==> config.mk <==
export PLATFORM = sky130hd
export DESIGN_NAME = volume_octave_control
export DESIGN_NICKNAME = d
export VERILOG_FILES = /design/src/rtl/volume_octave_control.sv
export SDC_FILE = /design/constraint.sdc
export NUM_CORES = 1
export LEC_CHECK = 0
export CAP_MARGIN = 20
export CORE_MARGIN = 5
export CORE_UTILIZATION = 40
export DETAILED_ROUTE_END_ITERATION = 7
export PLACE_DENSITY = 0.63
export SKIP_LAST_GASP = 1
export SLEW_MARGIN = 30
export SYNTH_ARGS = -nofsm -noshare
export SYNTH_HDL_FRONTEND = slang
export SYNTH_SLANG_ARGS = --single-unit
==> constraint.sdc <==
create_clock -name clk -period 5.25 [get_ports clk]
set_input_delay 0.525 -clock clk [delete_from_list [all_inputs] [get_ports clk]]
set_output_delay 0.525 -clock clk [all_outputs]
set_load 0.02 [all_outputs]
==> src/rtl/volume_octave_control.sv <==
// volume_octave_control
//   Four pushbuttons step a volume (1..5) and an octave (1..3) value. Each button goes through
//   a 2-flop synchronizer and a counter debouncer. A rising edge of the debounced level issues
//   one step request.
//   Optional feature macro: AUTO_REPEAT_EN. When it is defined, a held button issues further
//   steps REPEAT_DELAY cycles after the first step, then every REPEAT_PERIOD cycles.
//
// Ports
//   clk           : single clock
//   rst           : synchronous active-high reset
//   btn_vol_up    : raw button, 1 = pressed
//   btn_vol_down  : raw button, 1 = pressed
//   btn_oct_up    : raw button, 1 = pressed
//   btn_oct_down  : raw button, 1 = pressed
//   volume        : registered volume, 1..5 (reset 3)
//   octave        : registered octave, 1..3 (reset 2)
//   changed       : one-cycle pulse, high while a new volume/octave value is first shown
module volume_octave_control #(
  parameter int unsigned DEBOUNCE_CYCLES = 16,
  parameter int unsigned REPEAT_DELAY    = 5000000,
  parameter int unsigned REPEAT_PERIOD   = 2500000
) (
  input  logic       clk,
  input  logic       rst,
  input  logic       btn_vol_up,
  input  logic       btn_vol_down,
  input  logic       btn_oct_up,
  input  logic       btn_oct_down,
  output logic [2:0] volume,
  output logic [2:0] octave,
  output logic       changed
);

  localparam logic [15:0] DbLast = 16'(DEBOUNCE_CYCLES - 1);

  // Button index: 0 vol_up, 1 vol_down, 2 oct_up, 3 oct_down (opposite button is index ^ 1).
  logic [3:0]  w_raw;
  logic [3:0]  r_sync1, r_sync2;
  logic [3:0]  r_db, r_db_q;
  logic [15:0] r_cnt [4];
  logic [3:0]  w_step;
  logic [3:0]  w_rpt;
  logic [2:0]  r_vol, r_oct;
  logic        r_chg;
  logic [2:0]  w_vol_nxt, w_oct_nxt;

  assign w_raw = {btn_oct_down, btn_oct_up, btn_vol_down, btn_vol_up};

  // Synchronizers and debouncers.
  always_ff @(posedge clk) begin
    if (rst) begin
      r_sync1 <= '0;
      r_sync2 <= '0;
      r_db    <= '0;
      r_db_q  <= '0;
      for (int i = 0; i < 4; i++) r_cnt[i] <= '0;
    end else begin
      r_sync1 <= w_raw;
      r_sync2 <= r_sync1;
      r_db_q  <= r_db;
      for (int i = 0; i < 4; i++) begin
        if (r_sync2[i] == r_db[i]) begin
          r_cnt[i] <= '0;
        end else if (r_cnt[i] == DbLast) begin
          r_db[i]  <= ~r_db[i];
          r_cnt[i] <= '0;
        end else begin
          r_cnt[i] <= r_cnt[i] + 16'd1;
        end
      end
    end
  end

`ifdef AUTO_REPEAT_EN
  localparam logic [31:0] RptFirst = 32'(REPEAT_DELAY - 1);
  localparam logic [31:0] RptNext  = 32'(REPEAT_PERIOD - 1);

  logic [31:0] r_rpt_cnt [4];
  logic [3:0]  r_rpt_first;
  logic [3:0]  w_rpt_due;

  // The counter restarts on the cycle the initial step is applied, so it reads k
  // k cycles after that step; a due count raises the request one cycle ahead.
  always_comb begin
    w_rpt_due = '0;
    w_rpt     = '0;
    for (int i = 0; i < 4; i++) begin
      w_rpt_due[i] = r_db[i] & r_db_q[i] &
                     (r_rpt_cnt[i] == (r_rpt_first[i] ? RptFirst : RptNext));
      // Opposing buttons held together never repeat.
      w_rpt[i]     = w_rpt_due[i] & ~r_db[i ^ 1];
    end
  end

  always_ff @(posedge clk) begin
    if (rst) begin
      r_rpt_first <= '1;
      for (int i = 0; i < 4; i++) r_rpt_cnt[i] <= '0;
    end else begin
      for (int i = 0; i < 4; i++) begin
        if (!(r_db[i] && r_db_q[i])) begin
          r_rpt_cnt[i]   <= '0;
          r_rpt_first[i] <= 1'b1;
        end else if (w_rpt_due[i]) begin
          r_rpt_cnt[i]   <= '0;
          r_rpt_first[i] <= 1'b0;
        end else begin
          r_rpt_cnt[i]   <= r_rpt_cnt[i] + 32'd1;
        end
      end
    end
  end
`else
  assign w_rpt = '0;
`endif

  assign w_step = (r_db & ~r_db_q) | w_rpt;

  // Saturating steps; simultaneous up and down on one channel cancel.
  always_comb begin
    w_vol_nxt = r_vol;
    if (w_step[0] && !w_step[1] && r_vol != 3'd5) w_vol_nxt = r_vol + 3'd1;
    else if (w_step[1] && !w_step[0] && r_vol != 3'd1) w_vol_nxt = r_vol - 3'd1;
    w_oct_nxt = r_oct;
    if (w_step[2] && !w_step[3] && r_oct != 3'd3) w_oct_nxt = r_oct + 3'd1;
    else if (w_step[3] && !w_step[2] && r_oct != 3'd1) w_oct_nxt = r_oct - 3'd1;
  end

  always_ff @(posedge clk) begin
    if (rst) begin
      r_vol <= 3'd3;
      r_oct <= 3'd2;
      r_chg <= 1'b0;
    end else begin
      r_vol <= w_vol_nxt;
      r_oct <= w_oct_nxt;
      r_chg <= (w_vol_nxt != r_vol) || (w_oct_nxt != r_oct);
    end
  end

  assign volume  = r_vol;
  assign octave  = r_oct;
  assign changed = r_chg;

endmodule

### Local utilization

11 x 11 tiles, from white (low) to dark blue (high), 0 to 100% covered.
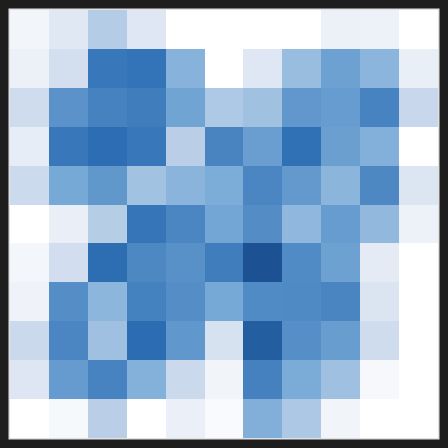
emptiest ninth of the die: south-east
fullest tile: 86%
tiles over 75% full: 4.1%
nearly empty tiles: 13%
mean over tiles: 37%
Util after Layout: 0.474
core area: 0.0108 mm²
Initial Util: 0.408

### Cells colored by class

Bar = 20 µm. Fill, decap, tap and diode cells in gray.
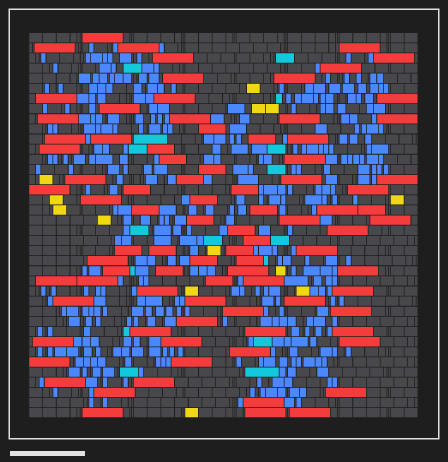
| color | class | cells |
|---|---|---|
| red | sequential cells | 87 |
| yellow | remaining buffers and delay cells | 13 |
| cyan | clock drivers and dummy loads | 16 |
| blue | remaining logic cells | 384 |
post-route cell area: 0.00511 mm²
number of cell rows: 38

==> results.tsv <==
stage	metric	value	unit
status	status	completed	
synth	Simple-Gate Area Share	0.243	
place	Final HPWL DP	5230	µm
synth	most area-hungry cell type in the Yosys netlist	edfxtp_1	
detailed_routing	Routed Antenna Nets	0	
worst_hold_path	hold path depth	1	
cells_and_area	Combinational Area	0.00216	mm²
synth	Cell variety after synth	43	
power	maximum VDD drop	0.000157	V
critical_path	endpoint class of the critical path	flip-flop	
clock_tree	Latency at later pin	0.36	ns
synth	Post-Synth AOI/OAI Area	0.0361	
synth	Syn. warnings	0	
synth	top cells by count	nor2_1 (74), edfxtp_1 (64), xnor2_1 (47)	
clock_tree	cts hold-fix bufs	0	
synth	register share after synthesis	0.541	
synth	xor/xnor share	0.111	
critical_path	R2R cell count	5	
synth	Post-synth ARST share	0	
run	Log Warnings	30	
power	total power draw	1.33	mW
detailed_routing	WL/cell	11.5	µm
global_routing	initial antenna violation count	0	
critical_path	crit-path max cell delay	0.43	ns
global_routing	vias in the first global route	2892	
die	Die Area	0.0132	mm²
detailed_routing	via/cell ratio	4.80	
detailed_routing	Metal-1 WL	3670	µm
clock_tree	clock-pin slew on the worst setup and hold paths	0.09	ns
detailed_routing	Max Used Layer	met4	
worst_hold_path	Hold WC Path Type	reg -> reg	
synth	most numerous cell in the Yosys netlist	nor2_1	
final_timing	Tmin final	2.02	ns
final_timing	worst slew pin tran	0.749	ns
clock_tree	Root Buffer	clkbuf_8	
global_routing	M1 GR Usage	0.159	
synth	Mux area share	0.0139	
clock_tree	Num CTS Buffers	9	
worst_hold_path	worst min-delay path endpoint	r_sync2[0]$_SDFF_PP0_	
clock_tree	clock tree sinks	87	
cells_and_area	# nets final	512	
critical_path	WP depth	5	
synth	Adder Area Share	0.0313	
critical_path	r2r startpoint	r_cnt[0][0]$_SDFFCE_PN0P_	
synth	syn avg cell area	10.6	µm²
critical_path	critical path type	reg -> reg	
synth	number of enable flip-flop cells	64	
global_routing	met3 usage	0.0237	
global_routing	met2 Use GR	0.190	
die	Die X	115	µm
clock_tree	CTS tree	yes	
global_routing	largest net degree at the start of global routing	31	
synth	yosys cell count	416	
final_timing	Finish-stage setup viols	0	
final_timing	max-slew violations	0	
clock_tree	clock buffer depth	2	
critical_path	crit path max-delay cell type	edfxtp_1	
final_timing	Final Hold Vio Count	0	
synth	Flops after synth	87	
place	Port Buffers	12	
### M4 wires

Bar = 20 µm. Supply wires on this layer in gray. Cells faint in the background.
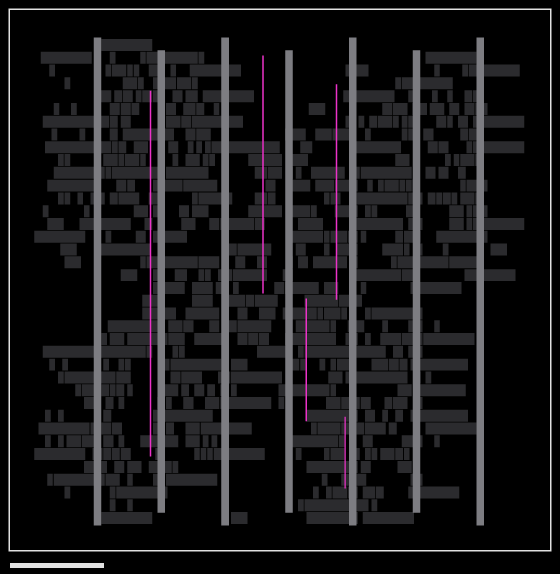
share of all routed wire: 2.9%
longest straight run: 77.5 µm
final WL: 7360 µm
DR vias: 3,075

## state kept, by name, summed over array words and instances (netlist names)
| register | count |
|---|---|
| r_db_q | 4 |
| r_sync2 | 4 |
| r_sync1 | 4 |
| changed | 1 |
| volume | 3 |
| r_db | 4 |
| r_cnt | 64 |
| octave | 3 |
## cells in the final DEF (no fill, tap or decap), types with 4 or more instances in the layout
master           netlist  routed
xor2_1                 9       9
nor2b_1               14      14
nand3_1               18      18
clkdlybuf4s50_1        0      12
nand4_1               16      16
nor4_1                27      27
clkbuf_8               0      10
ha_1                  11      11
nor3_1                19      19
nor2_1                74      74
xnor2_1               47      47
edfxtp_1              64      64
inv_1                 17      17
dfxtp_1               23      23
and3_1                 7       7
a21oi_1                4       4
nand2_1               17      17
mux2i_1                5       5
conb_1                 1      64
## report_power, final
part	internal (mW)	total (mW)	leakage (nW)	switching (mW)
sequential	0.762	0.791	0.847	0.0287
combinational	0.0300	0.0658	0.835	0.0358
clock	0.242	0.477	0.107	0.235
total	1.03	1.33	1.79	0.300
## cell type report
cell class                 instances  share of cell area
clock inverter                     2             0.00196
tap                              140              0.0343
inverter                          17              0.0125
sequential                        87               0.466
clock buffer                      14              0.0382
timing repair buffer              13              0.0250
multi-input combinational        367               0.422
## metrics by stage
stage,setup slack [ns],hold slack (ns)
floorplan,3.50,0.414
global placement,3.08,0.420
detailed placement,3.05,0.441
CTS,3.18,0.460
global route,3.00,0.470
finish,3.23,0.453
## worst reg2reg max path: cells and delay by family (launching register included)
family / cells / cell delay (ns)
and+or+nand+nor: 4 / 1.12
DFF: 1 / 0.43
adders and majority gates: 1 / 0.21
## kinds of logic after synthesis
group	Yosys count
multiplexers	6
adder cells (fa/ha/maj)	11
flip-flops	87
AND/OR/NAND/NOR	209
buffers and inverters	25
AND-OR/OR-AND	21
XOR/XNOR	56
other	1
Power is estimated from default activity; no workload was simulated.
